--- config.mk ---
export PLATFORM = sky130hd
export DESIGN_NAME = mem_dump_sequencer
export DESIGN_NICKNAME = d
export VERILOG_FILES = /design/src/rtl/debug_pkg.sv /design/src/rtl/word_serializer.sv /design/src/rtl/mem_dump_sequencer.sv
export SDC_FILE = /design/constraint.sdc
export NUM_CORES = 1
export LEC_CHECK = 0
export CORE_UTILIZATION = 38
export DETAILED_ROUTE_END_ITERATION = 7
export PLACE_DENSITY = 0.77
export SLEW_MARGIN = 10
export SYNTH_ARGS = -nofsm -noshare
export SYNTH_HDL_FRONTEND = slang
export SYNTH_HIERARCHICAL = 1
export SYNTH_SLANG_ARGS = --single-unit
export TNS_END_PERCENT = 30
--- constraint.sdc ---
create_clock -name i_clk -period 2.1 [get_ports i_clk]
set_clock_uncertainty 0.05 [all_clocks]
set_input_delay 0.315 -clock i_clk [delete_from_list [all_inputs] [get_ports i_clk]]
set_output_delay 0.315 -clock i_clk [all_outputs]
set_load 0.03 [all_outputs]
--- src/rtl/debug_pkg.sv ---
// Shared debug-path definitions: dump FSM state encoding and byte/word geometry.
// CKSUM state exists only when MEM_DUMP_CHECKSUM_EN is defined.
package debug_pkg;
  localparam int BYTES_PER_WORD = 4;
  localparam int BYTE_W         = 8;
  localparam int BCNT_W         = $clog2(BYTES_PER_WORD);

  typedef enum logic [2:0] {
    ST_IDLE,
    ST_ADDR,
    ST_WAIT,
    ST_LATCH,
    ST_SEND,
`ifdef MEM_DUMP_CHECKSUM_EN
    ST_CKSUM,
`endif
    ST_FINISH
  } dump_state_e;
endpackage

--- src/rtl/word_serializer.sv ---
// Holds one word and presents it MSB byte first; the sequencer owns the byte
// counter and advances the shift on each accepted transfer.
module word_serializer
  import debug_pkg::*;
#(
  parameter int WORD_W = BYTES_PER_WORD * BYTE_W
) (
  input  logic              i_clk,
  input  logic              i_reset,
  input  logic              i_load,
  input  logic [WORD_W-1:0] i_word,
  input  logic              i_shift,
  input  logic [BCNT_W-1:0] i_byte_cnt,
  output logic [BYTE_W-1:0] o_byte,
  output logic              o_last
);
  logic [WORD_W-1:0] sr;

  always_ff @(posedge i_clk or negedge i_reset) begin
    if (!i_reset)     sr <= '0;
    else if (i_load)  sr <= i_word;
    else if (i_shift) sr <= {sr[WORD_W-BYTE_W-1:0], BYTE_W'(0)};
  end

  assign o_byte = sr[WORD_W-1 -: BYTE_W];
  assign o_last = (i_byte_cnt == BCNT_W'(BYTES_PER_WORD - 1));
endmodule

--- src/rtl/mem_dump_sequencer.sv ---
// Walks DUMP_WORDS debug-port addresses while halted and streams each word to UART TX.
// Define MEM_DUMP_CHECKSUM_EN to append one XOR checksum byte after the last word.
module mem_dump_sequencer
  import debug_pkg::*;
#(
  parameter int BITS_SIZE    = 32,
  parameter int DUMP_WORDS   = 32,
  parameter int ADDR_STRIDE  = 4,
  parameter int READ_LATENCY = 1
) (
  input  logic                 i_clk,
  input  logic                 i_reset,
  input  logic                 i_start,
  input  logic                 i_halted,
  input  logic [BITS_SIZE-1:0] i_mem_dato_debug,
  input  logic                 i_tx_ready,
  output logic [BITS_SIZE-1:0] o_addr_mem_debug,
  output logic [BYTE_W-1:0]    o_tx_byte,
  output logic                 o_tx_valid,
  output logic                 o_busy,
  output logic                 o_done,
  output logic                 o_abort
);
  localparam int WORD_W = BYTES_PER_WORD * BYTE_W;
  localparam int CNT_W  = (DUMP_WORDS > 1) ? $clog2(DUMP_WORDS) : 1;
  localparam int LAT_W  = $clog2(READ_LATENCY + 1);
  localparam logic [CNT_W-1:0] LAST_WORD = CNT_W'(DUMP_WORDS - 1);

  dump_state_e       state;
  logic [CNT_W-1:0]  word_cnt;
  logic [BCNT_W-1:0] byte_cnt;
  logic [LAT_W-1:0]  lat_cnt;
  logic              xfer, last_byte, ser_load, ser_shift;
  logic [WORD_W-1:0] ser_word;

  assign xfer      = o_tx_valid & i_tx_ready;
  assign ser_shift = (state == ST_SEND) & xfer;

`ifdef MEM_DUMP_CHECKSUM_EN
  logic [BYTE_W-1:0] cksum;
  logic              ck_load;
  // The checksum rides through the serializer as a word whose top byte is the XOR.
  assign ck_load  = ser_shift & last_byte & (word_cnt == LAST_WORD);
  assign ser_load = (state == ST_LATCH) | ck_load;
  assign ser_word = (state == ST_LATCH) ? WORD_W'(i_mem_dato_debug)
                                        : {cksum ^ o_tx_byte, {(WORD_W-BYTE_W){1'b0}}};
`else
  assign ser_load = (state == ST_LATCH);
  assign ser_word = WORD_W'(i_mem_dato_debug);
`endif

  word_serializer #(.WORD_W(WORD_W)) u_ser (
    .i_clk      (i_clk),
    .i_reset    (i_reset),
    .i_load     (ser_load),
    .i_word     (ser_word),
    .i_shift    (ser_shift),
    .i_byte_cnt (byte_cnt),
    .o_byte     (o_tx_byte),
    .o_last     (last_byte)
  );

  always_ff @(posedge i_clk or negedge i_reset) begin
    if (!i_reset) begin
      state            <= ST_IDLE;
      word_cnt         <= '0;
      byte_cnt         <= '0;
      lat_cnt          <= '0;
      o_addr_mem_debug <= '0;
      o_tx_valid       <= 1'b0;
      o_busy           <= 1'b0;
      o_done           <= 1'b0;
      o_abort          <= 1'b0;
`ifdef MEM_DUMP_CHECKSUM_EN
      cksum            <= '0;
`endif
    end else begin
      o_done  <= 1'b0;
      o_abort <= 1'b0;
      // Losing halt cancels the dump from any active state, even mid-byte.
      if (state != ST_IDLE && !i_halted) begin
        state            <= ST_IDLE;
        o_abort          <= 1'b1;
        o_tx_valid       <= 1'b0;
        o_busy           <= 1'b0;
        o_addr_mem_debug <= '0;
      end else begin
        case (state)
          ST_IDLE: if (i_start && i_halted) begin
            state            <= ST_ADDR;
            word_cnt         <= '0;
            o_addr_mem_debug <= '0;
            o_busy           <= 1'b1;
`ifdef MEM_DUMP_CHECKSUM_EN
            cksum            <= '0;
`endif
          end
          ST_ADDR: begin
            o_addr_mem_debug <= BITS_SIZE'(word_cnt) * BITS_SIZE'(ADDR_STRIDE);
            lat_cnt          <= LAT_W'(READ_LATENCY);
            state            <= ST_WAIT;
          end
          ST_WAIT: begin
            if (lat_cnt == LAT_W'(1)) state <= ST_LATCH;
            lat_cnt <= lat_cnt - LAT_W'(1);
          end
          ST_LATCH: begin
            byte_cnt   <= '0;
            o_tx_valid <= 1'b1;
            state      <= ST_SEND;
          end
          ST_SEND: if (xfer) begin
            byte_cnt <= byte_cnt + BCNT_W'(1);
`ifdef MEM_DUMP_CHECKSUM_EN
            cksum    <= cksum ^ o_tx_byte;
`endif
            if (last_byte) begin
              if (word_cnt == LAST_WORD) begin
`ifdef MEM_DUMP_CHECKSUM_EN
                state      <= ST_CKSUM;
`else
                o_tx_valid <= 1'b0;
                state      <= ST_FINISH;
                o_done     <= 1'b1;
`endif
              end else begin
                o_tx_valid <= 1'b0;
                word_cnt   <= word_cnt + CNT_W'(1);
                state      <= ST_ADDR;
              end
            end
          end
`ifdef MEM_DUMP_CHECKSUM_EN
          ST_CKSUM: if (xfer) begin
            o_tx_valid <= 1'b0;
            state      <= ST_FINISH;
            o_done     <= 1'b1;
          end
`endif
          ST_FINISH: begin
            state  <= ST_IDLE;
            o_busy <= 1'b0;
          end
          default: state <= ST_IDLE;
        endcase
      end
    end
  end
endmodule

### Signal wires on met1

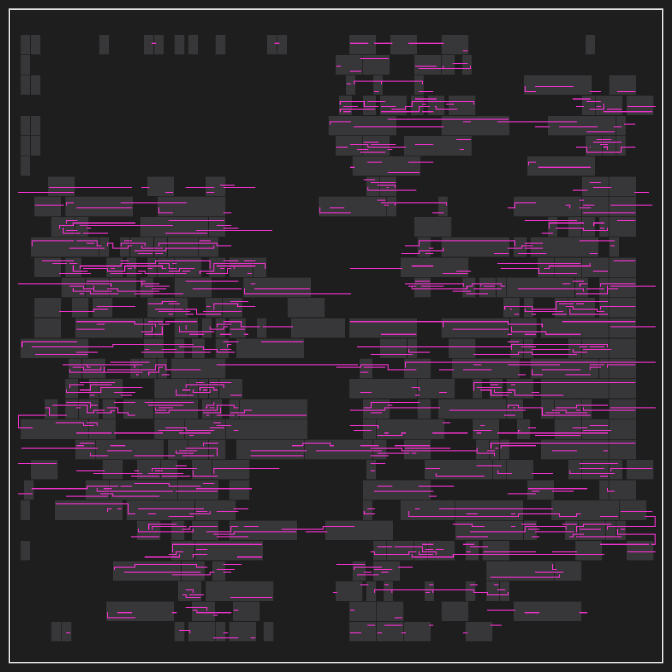
The layer carries 2,450 um of wire. The longest straight run is 33.6 um. The wires run mostly horizontal. 300 nets have wire on it. The layer holds 44% of the routed length.

### Met2 routing

The bar under the picture is 20 um long.
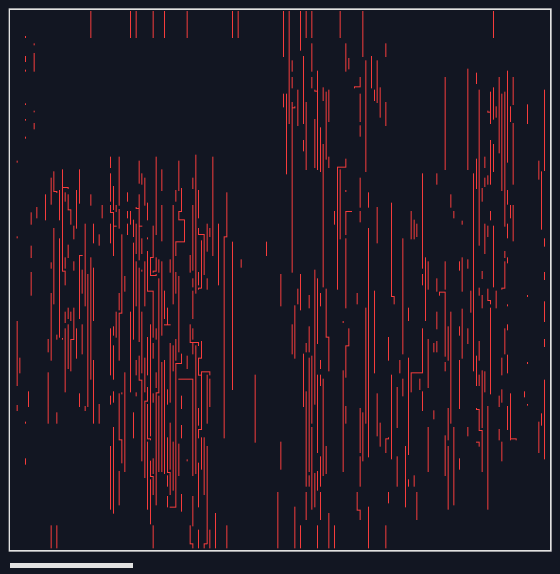
The wires run mostly vertical. The layer carries 2,740 um of wire.

### Met3 routing

The bar under the picture is 20 um long.
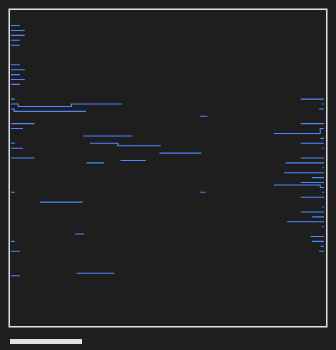
The layer carries 308 um of wire. The layer holds 5.6% of the routed length. The longest straight run is 19.8 um. 54 nets have wire on it. The wires run mostly horizontal.

### Signal metal coverage by tile

The bar under the picture is 20 um long. 18 x 18 tiles, from dark purple (low) to yellow (high), scaled to the fullest tile. Values are wire area over tile area, all layers added.
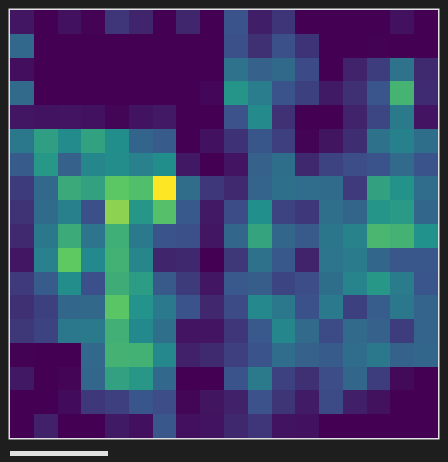
The mean over all tiles is 0.11. The densest ninth of the die: west. The emptiest ninth of the die: north-west. 11% of the tiles are over half the peak. The fullest tile reaches 0.48. 21% of the tiles are nearly empty.

==> reports/qor.csv <==
stage,metric,value,unit
run_status,status,finished clean,
pwr,static leakage,0.001425,uW
placed_design,HPWL Detailed,3808,um
worst_setup_path,CP max-delay cell,dfrtp_1,
pwr,PwrDens,970.8,nW/um^2
synth,Post-synth ARST share,100.0,%
finish,Non-CTS buffers,63,
finish,final-stage net count,360,
worst_setup_path,Reg2Reg Depth,7,
worst_setup_path,"most used cell, CP",ha_2,
synth,Synth flops,52,
timing,fin crit share,95.61,%
finish,fill cell count,647,
worst_setup_path,worst path bufs/invs,0,
synth,"Top FF cell, synth",dfrtp_1,
finish,most flop-heavy register,u_ser/sr,
placed_design,Placement Cell Area,3229,um^2
timing,setup tns final,0,ns
worst_setup_path,Critical Path End,word_cnt[0],
drt,DRT Pass-1 Iters,4,
pwr,Top Consumer,registers,
worst_setup_path,Setup crit end kind,flop,
cts,Clock Tree Root,clkbuf_8,
finish,flop count,52,
cts,H-tree levels,2,
worst_setup_path,"reg-to-reg slack, setup",0.09,ns
placed_design,placed cells,408,
die,die area,7676,um^2
pwr,Pwr Total,3272,uW
finish,flop share of the area,38.60,%
worst_setup_path,CP Max Fanout,4,
finish,count of multi-input combinational gates,196,
synth,Adder Area Share,0.8985,%
worst_setup_path,CP Launch Type,flop,
synth,YS chip area,2785,um^2
die,row count,30,
synth,comb area leader,buffers and inverters,
timing,max-slew violations,0,
synth,top cells by area,"dfrtp_1, buf_4, mux2i_1",
worst_setup_path,CP cell instances,"ha_2, and3_1, ha_2, nand4b_1, nor3_4, nor2_2, mux2_4",
synth,sequential area share after synthesis,46.72,%
[placed cells by master, fill, tap and decap left out, types with 3 or more instances in the layout]
master,n
buf_4,5
and2_1,3
mux2i_1,25
clkbuf_8,5
nand2_1,42
inv_1,3
dfrtp_1,52
buf_12,3
conb_1,27
a21oi_1,4
nand2b_1,8
nor2_1,6
clkdlybuf4s50_1,52
a22o_1,8
o21ai_0,8
o21ai_1,31
[layer usage]
layer / up-vias / global-route usage (%) / share of wire [%]
met4: 0 / 4.024 / 0.65
met1: 954 / 18.90 / 44
li1: 965 / - / -
met2: 64 / 26.14 / 50
met5: - / 0 / 0
met3: 5 / 3.016 / 5.6
[repair_timing]
item	in CTS	in global routing
endpoints found under the hold margin	21	0
setup buffers	0	1
setup endpoints to repair	0	3
gates resized	0	3
hold buffers	1	0
No activity file was given, so power comes from the tool's default toggle rates.
